**config.mk**
```make
export PLATFORM = sky130hd
export DESIGN_NAME = dbg_uart_tx
export DESIGN_NICKNAME = d
export VERILOG_FILES = /design/src/rtl/dbg_uart_tx_pkg.sv /design/src/rtl/dbg_uart_fifo.sv /design/src/rtl/dbg_uart_tx.sv
export SDC_FILE = /design/constraint.sdc
export NUM_CORES = 1
export LEC_CHECK = 0
export CORE_AREA = 2 2 155 157
export CTS_BUF_LIST = sky130_fd_sc_hd__clkbuf_2
export DETAILED_ROUTE_END_ITERATION = 16
export DIE_AREA = 0 0 157 159
export GPL_TIMING_DRIVEN = 0
export HOLD_SLACK_MARGIN = 0.15
export PLACE_DENSITY = 0.52
export SETUP_SLACK_MARGIN = 0.5
export SYNTH_ARGS = -nofsm -noshare
export SYNTH_HDL_FRONTEND = slang
export SYNTH_SLANG_ARGS = --single-unit
```
**constraint.sdc**
```tcl
create_clock -name clk -period 6.25 [get_ports clk]
set_input_delay 0.625 -clock clk [delete_from_list [all_inputs] [get_ports clk]]
set_output_delay 0.625 -clock clk [all_outputs]
set_load 0.03 [all_outputs]
```
**src/rtl/dbg_uart_tx_pkg.sv**
```systemverilog
// ---------------------------------------------------------------------------
// dbg_uart_tx_pkg
// Shared constants for the debug UART transmit path: FSM state encodings
// (3 bits) and the default bit-time divider / buffer depth.
// ---------------------------------------------------------------------------
package dbg_uart_tx_pkg;

    typedef enum logic [2:0] {
        UART_ST_IDLE  = 3'd0,
        UART_ST_START = 3'd1,
        UART_ST_DATA  = 3'd2,
        UART_ST_PAR   = 3'd3,
        UART_ST_STOP  = 3'd4
    } uart_state_e;

    // Clock cycles per UART bit (e.g. 100 MHz / 115200 baud).
    localparam int UART_DIV_DEFAULT        = 868;
    localparam int UART_FIFO_DEPTH_DEFAULT = 16;

endpackage

```
**src/rtl/dbg_uart_fifo.sv**
```systemverilog
// ---------------------------------------------------------------------------
// dbg_uart_fifo
// Synchronous byte FIFO with full/empty flags and a head-of-queue read port.
// Pointers carry one extra wrap bit so full and empty are distinguishable.
//
// Ports:
//   clk, rst  - clock, asynchronous active-high reset (flushes pointers)
//   i_push    - write i_din (ignored while full)
//   i_din     - write data
//   i_pop     - advance the read pointer (ignored while empty)
//   o_head    - entry at the read pointer, valid while !o_empty
//   o_full    - all DEPTH entries occupied
//   o_empty   - no entries occupied
// ---------------------------------------------------------------------------
module dbg_uart_fifo
    import dbg_uart_tx_pkg::*;
#(
    parameter int DEPTH  = UART_FIFO_DEPTH_DEFAULT,
    parameter int DATA_W = 8
) (
    input  logic              clk,
    input  logic              rst,
    input  logic              i_push,
    input  logic [DATA_W-1:0] i_din,
    input  logic              i_pop,
    output logic [DATA_W-1:0] o_head,
    output logic              o_full,
    output logic              o_empty
);

    localparam int AW = $clog2(DEPTH);

    logic [AW:0]       r_wr_ptr;
    logic [AW:0]       r_rd_ptr;
    logic [DATA_W-1:0] r_mem [DEPTH];
    logic              w_push;
    logic              w_pop;

    assign w_push = i_push && !o_full;
    assign w_pop  = i_pop && !o_empty;

    // Same index, opposite wrap bit: writer is a full lap ahead.
    assign o_full  = (r_wr_ptr[AW] != r_rd_ptr[AW]) &&
                     (r_wr_ptr[AW-1:0] == r_rd_ptr[AW-1:0]);
    assign o_empty = (r_wr_ptr == r_rd_ptr);
    assign o_head  = r_mem[r_rd_ptr[AW-1:0]];

    always_ff @(posedge clk or posedge rst) begin
        if (rst) begin
            r_wr_ptr <= '0;
            r_rd_ptr <= '0;
        end else begin
            if (w_push) r_wr_ptr <= r_wr_ptr + 1'b1;
            if (w_pop)  r_rd_ptr <= r_rd_ptr + 1'b1;
        end
    end

    // Storage carries no reset; contents are only visible through valid pointers.
    always_ff @(posedge clk) begin
        if (w_push) r_mem[r_wr_ptr[AW-1:0]] <= i_din;
    end

endmodule

```
**src/rtl/dbg_uart_tx.sv**
```systemverilog
// ---------------------------------------------------------------------------
// dbg_uart_tx
// Serial transmit back end for the debug byte stream. Bytes arrive on a
// valid/ready handshake, are buffered in dbg_uart_fifo and shifted out LSB
// first as 8N1 frames (8E1 when DBG_UART_PARITY_EN is defined). Frames are
// sent back to back with no idle gap while the buffer holds data.
//
// Build option:
//   DBG_UART_PARITY_EN - insert an even-parity bit after data bit 7.
//
// Ports:
//   clk, rst - clock, asynchronous active-high reset (aborts frame, flushes)
//   in_vld   - upstream byte valid
//   in_dat   - upstream byte, sampled on in_vld && in_rdy
//   in_rdy   - buffer not full
//   txd      - UART serial output, registered, idles high
//   busy     - frame in progress or buffer non-empty
// ---------------------------------------------------------------------------
module dbg_uart_tx
    import dbg_uart_tx_pkg::*;
#(
    parameter int CLK_DIV    = UART_DIV_DEFAULT,
    parameter int FIFO_DEPTH = UART_FIFO_DEPTH_DEFAULT
) (
    input  logic       clk,
    input  logic       rst,
    input  logic       in_vld,
    input  logic [7:0] in_dat,
    output logic       in_rdy,
    output logic       txd,
    output logic       busy
);

    localparam int            BW        = $clog2(CLK_DIV);
    localparam logic [BW-1:0] BAUD_LOAD = BW'(CLK_DIV - 1);

    uart_state_e r_state, w_state_nx;
    logic [BW-1:0] r_baud, w_baud_nx;
    logic [2:0]    r_bitcnt, w_bitcnt_nx;
    logic          r_txd, w_txd_nx;
    logic [7:0]    r_shreg, w_shreg_nx;
    logic          w_pop;
    logic          w_bit_end;
    logic [7:0]    w_head;
    logic          w_full;
    logic          w_empty;
`ifdef DBG_UART_PARITY_EN
    logic          r_par, w_par_nx;
`endif

    dbg_uart_fifo #(
        .DEPTH  (FIFO_DEPTH),
        .DATA_W (8)
    ) u_fifo (
        .clk     (clk),
        .rst     (rst),
        .i_push  (in_vld),
        .i_din   (in_dat),
        .i_pop   (w_pop),
        .o_head  (w_head),
        .o_full  (w_full),
        .o_empty (w_empty)
    );

    assign in_rdy    = !w_full;
    assign txd       = r_txd;
    assign busy      = (r_state != UART_ST_IDLE) || !w_empty;
    assign w_bit_end = (r_baud == '0);

    // Next-state / datapath decode. Every bit entry reloads the baud counter,
    // so each bit (start and stop included) lasts exactly CLK_DIV cycles.
    always_comb begin
        w_state_nx  = r_state;
        w_txd_nx    = r_txd;
        w_bitcnt_nx = r_bitcnt;
        w_shreg_nx  = r_shreg;
        w_pop       = 1'b0;
        w_baud_nx   = r_baud;
`ifdef DBG_UART_PARITY_EN
        w_par_nx    = r_par;
`endif
        if (r_state != UART_ST_IDLE && !w_bit_end) begin
            w_baud_nx = r_baud - BW'(1);
        end

        case (r_state)
            UART_ST_IDLE: begin
                if (!w_empty) begin
                    w_pop      = 1'b1;
                    w_shreg_nx = w_head;
`ifdef DBG_UART_PARITY_EN
                    w_par_nx   = ^w_head;
`endif
                    w_txd_nx   = 1'b0;
                    w_baud_nx  = BAUD_LOAD;
                    w_state_nx = UART_ST_START;
                end
            end
            UART_ST_START: begin
                if (w_bit_end) begin
                    w_txd_nx    = r_shreg[0];
                    w_bitcnt_nx = 3'd0;
                    w_baud_nx   = BAUD_LOAD;
                    w_state_nx  = UART_ST_DATA;
                end
            end
            UART_ST_DATA: begin
                if (w_bit_end) begin
                    w_baud_nx = BAUD_LOAD;
                    if (r_bitcnt != 3'd7) begin
                        // Shifter bit 1 becomes the next bit on the wire.
                        w_shreg_nx  = {1'b0, r_shreg[7:1]};
                        w_txd_nx    = r_shreg[1];
                        w_bitcnt_nx = r_bitcnt + 3'd1;
                    end else begin
`ifdef DBG_UART_PARITY_EN
                        w_txd_nx   = r_par;
                        w_state_nx = UART_ST_PAR;
`else
                        w_txd_nx   = 1'b1;
                        w_state_nx = UART_ST_STOP;
`endif
                    end
                end
            end
`ifdef DBG_UART_PARITY_EN
            UART_ST_PAR: begin
                if (w_bit_end) begin
                    w_txd_nx   = 1'b1;
                    w_baud_nx  = BAUD_LOAD;
                    w_state_nx = UART_ST_STOP;
                end
            end
`endif
            UART_ST_STOP: begin
                if (w_bit_end) begin
                    if (!w_empty) begin
                        // Chain straight into the next start bit, no idle gap.
                        w_pop      = 1'b1;
                        w_shreg_nx = w_head;
`ifdef DBG_UART_PARITY_EN
                        w_par_nx   = ^w_head;
`endif
                        w_txd_nx   = 1'b0;
                        w_baud_nx  = BAUD_LOAD;
                        w_state_nx = UART_ST_START;
                    end else begin
                        w_txd_nx   = 1'b1;
                        w_state_nx = UART_ST_IDLE;
                    end
                end
            end
            default: begin
                w_txd_nx   = 1'b1;
                w_state_nx = UART_ST_IDLE;
            end
        endcase
    end

    always_ff @(posedge clk or posedge rst) begin
        if (rst) begin
            r_state  <= UART_ST_IDLE;
            r_baud   <= '0;
            r_bitcnt <= 3'd0;
            r_txd    <= 1'b1;
        end else begin
            r_state  <= w_state_nx;
            r_baud   <= w_baud_nx;
            r_bitcnt <= w_bitcnt_nx;
            r_txd    <= w_txd_nx;
        end
    end

    // Byte being shifted; only meaningful while a frame is in flight.
    always_ff @(posedge clk) begin
        r_shreg <= w_shreg_nx;
`ifdef DBG_UART_PARITY_EN
        r_par   <= w_par_nx;
`endif
    end

endmodule

```
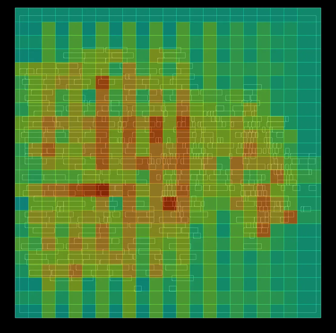
Fig. 1. Congestion heat map.
met3 GRT Util: 0.0376
routing usage on met2: 0.187

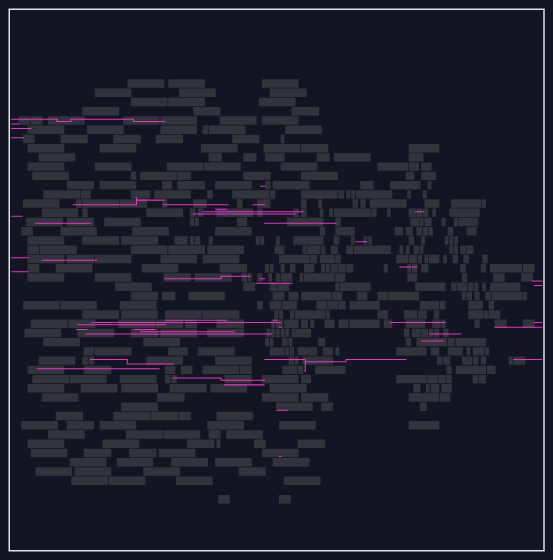
Fig. 2. Metal 3.
share of all routed wire = 4.9%
longest straight run = 55.7 um
main direction = horizontal
nets with wire on the layer = 34
total wire length: 14000 um
DR vias: 3709

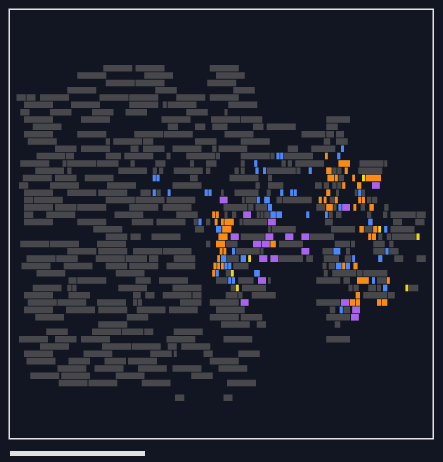
Fig. 3. Gate-type map.
The bar under the picture is 50 um long.
NAND gates -> blue  # cells 48, most used nand2_1
NOR gates -> orange  # cells 48, most used nor2_1
XOR/XNOR gates -> purple  # cells 19, most used xnor2_1
inverters -> yellow  # cells 7, most used inv_1, where middle right

==> results.toml <==
# yosys + openroad results
[floorplan]
core_area_um2 = 23200
fp-row-count = 56
initial_core_util = 0.297
die_x_um = 157
tap_cells = 319
die_h_um = 159
die_area_um2 = 25000
ios = 14

[final_layout]
ff_latch_area_um2 = 4760
lay_top_count = "edfxtp_1"
comb_area_share = 0.264
sh_seq_area = 0.615
buf_share = 0.0278
clock_buffers = 17
drive_gt1_frac = 0.189
antenna_cells = 0
nFillCells = 2253
n_all_inverters = 7
logic_gate_count = 234
nets = 477
multiInputGateArea_um2 = 2050
stdcell_count = 789
largest_class = "registers"
flop-count = 163
clockNetworkAreaShare = 0.0381
lay_top_cells = "edfxtp_1 (136), nand2_1 (34), mux4_2 (32), dfrtp_1 (26), nor2_1 (25)"

[run]
drv_cap = 0
warnings = 30

[setup_path]
required_ns = 5.62
startpoint = "u_fifo.r_rd_ptr[1]"
crit_path_start_kind = "register"
critPathCaptureType = "output pin"
r2r_start = "u_fifo.r_rd_ptr[1]"
arrival_ns = 3.67
max_stage_delay_ns = 0.96
crit_fanout = 10
critical_path_class = "register to output pin"
cpLargestDelayFamily = "simple AND/OR/NAND/NOR gates"
path_cells = "clkbuf_1 > xor2_1 > nor4_1 > nand3_1 > clkdlybuf4s50_1"
cp_num_buf_inv = 2
r2r_setup_slack_ns = 2.91
slowest_stage = "nor4_1"

[synth]
synth_flops = 163
yosys_area_um2 = 6900
postSynthSeqShare = 0.690
syn_inst = 425
netlist_area_um2 = 6900
top_cell_area_share = 0.592
yosysTopAreaCell = "edfxtp_1"
area_leaders = "edfxtp_1 (59%), mux4_2 (10%), dfrtp_1 (9.4%), nand2_1 (1.9%), ha_1 (1.6%)"
async_flop_share = 0.166
avgSynthCellArea_um2 = 16.2
yosys_warnings = 0
ys_types = 45
synthFlopType = "edfxtp_1"
ys_cells = 425
synth_nets = 445
edf_count = 136

[clocking]
cts_tree = "done"
insertion_delay_ns = 0.74
hold_buffers = 0
cts.sinks = 163
clock_tree.root_cell = "clkbuf_2"
clock_path_buffers = 2
clk_pin_slew_worst_paths_ns = 0.28
postCtsSetupBuffers = 0
htreeDepth = 4
ctsResizeCount = 0
numCtsBuffers = 17

[global_route]
grt_pass1_wl_um = 21900
busiest_layer = "met2"
grt_pass1_vias = 3743
gr-total-overflow = 0
grt_use_met1 = 0.160
grt_max_degree = 28
antenna_found_initial = 0
grt_util_all_layers = 0.118

[placed_design]
gp_congestion = 0.746
place_hpwl_um = 9180
post-place-ws_ns = 2.70
io_buffers = 13
placed_area_um2 = 7450
place_inst = 757

[route]
vias_per_cell = 4.70
drt-wirelength-per-cell_um = 17.7
met2_wirelength_um = 6770
first_iter_violations = 271
drcViolationCount = 0
maxUsedRoutingLayer = "met4"
wl_met1_um = 6380
dr_wl_met3_um = 690
dr.pass1.iters = 5
ant_nets = 0

[timing]
setup_viol = 0
drv_slew = 0
tightestPinTransition_ns = 1.12
rsz0062_at_grt = "false"
finalClockPeriodUsage = 0.687
max_slew_margin = 0.246
fin_crit_ns = 4.29
finalClockSkew_ns = 0.0547
hold_violations = 0
fmax_mhz = 233
finalSetupTns_ns = 0

[outcome]
status = "completed"

[pwr]
p_leak_nw = 2.50
cellPowerDensity_nw_per_um2 = 344
peakVddDrop_uv = 176

[min_path]
hp-class = "primary input to async pin"
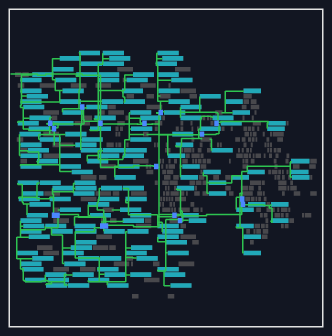
Fig. 4. Clock wires, drivers and flops.
flip-flops -> cyan  # count 163
clock wires -> green  # length 1830 um
cells driving clock nets -> blue  # count 17
routed clock nets = 18

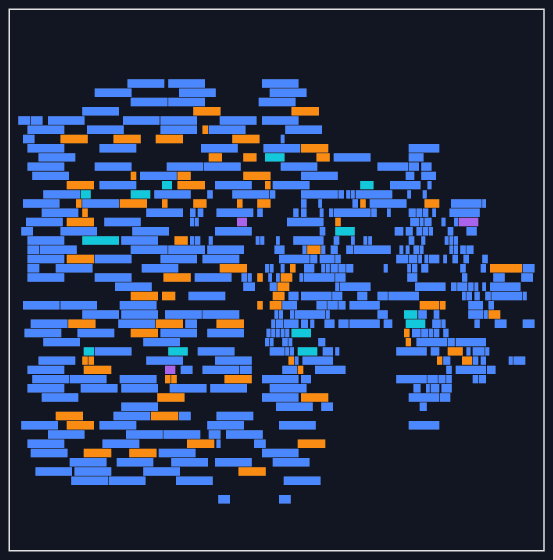
Fig. 5. Sizing map.
drive 3 to 4 -> purple  # cells 3
drive 1 or less -> blue  # cells 381
drive 6 and up -> cyan  # cells 13
drive 2 -> orange  # cells 73
final instance area: 7740 um2
count of plain and timing-repair buffers: 34
area delta synth->final: 12.2%
setup ws final: 1.96 ns

cell families after synthesis:
| group | after synthesis | share of synthesized area |
|---|---|---|
| DFF | 163 | 0.690 |
| muxes | 51 | 0.134 |
| buffers and inverters | 28 | 0.0161 |
| and+or+nand+nor | 109 | 0.0789 |
| xor gates and xnor gates | 19 | 0.0241 |
| adders and majority gates | 9 | 0.0163 |
| AOI/OAI and AO/OA | 46 | 0.0406 |
through the flow:
stage | util | hold slack, ns | power [mW]
2_1_floorplan | - | 0.477 | 1.88
3_3_place_gp | 0.320 | 0.494 | 2.06
3_5_place_dp | 0.321 | 0.498 | 2.09
4_1_cts | 0.334 | 0.410 | 2.70
5_1_grt | 0.334 | 0.422 | 2.82
6_report | 0.334 | 0.424 | 2.66
registers in the layout (all words and copies together), names as in the netlist:
register and flops:
r_baud 10, r_shreg 8, r_state 3, u_fifo.r_mem 128, r_bitcnt 3, u_fifo.r_rd_ptr 5, txd 1, u_fifo.r_wr_ptr 5
synth_stat cells (all sizes together), types with 2 or more instances:
cell type  count
mux4          32
nand4          5
or3            4
mux2i         10
nor3          15
nand3          5
a31oi          2
buf            6
a21oi         10
edfxtp       136
mux2           9
nor4           4
ha             9
a21boi         3
nand2         34
xor2           7
a22o           2
clkbuf        15
or4            4
nor2          25
and2           2
nand2b         3
xnor2         12
inv            7
and3           2
nor3b          3
o21ai         22
dfrtp         26
power by group:
group	switching (mW)	leakage, nW	internal (mW)
Combinational	0.369	0.776	0.282
Clock	0.440	0.167	0.179
Sequential	0.0670	1.56	1.33
Total	0.875	2.50	1.79
worst paths after layout:
check / end / depth (start not counted)
min: u_fifo.r_rd_ptr[3] / 2
max: busy / 5
max reg2reg: u_fifo.r_mem[11][6] / 6
min reg2reg: txd / 2
max in group asynchronous: r_baud[3] / 2
min in group clk: txd / 2
Power is estimated from default activity; no workload was simulated.
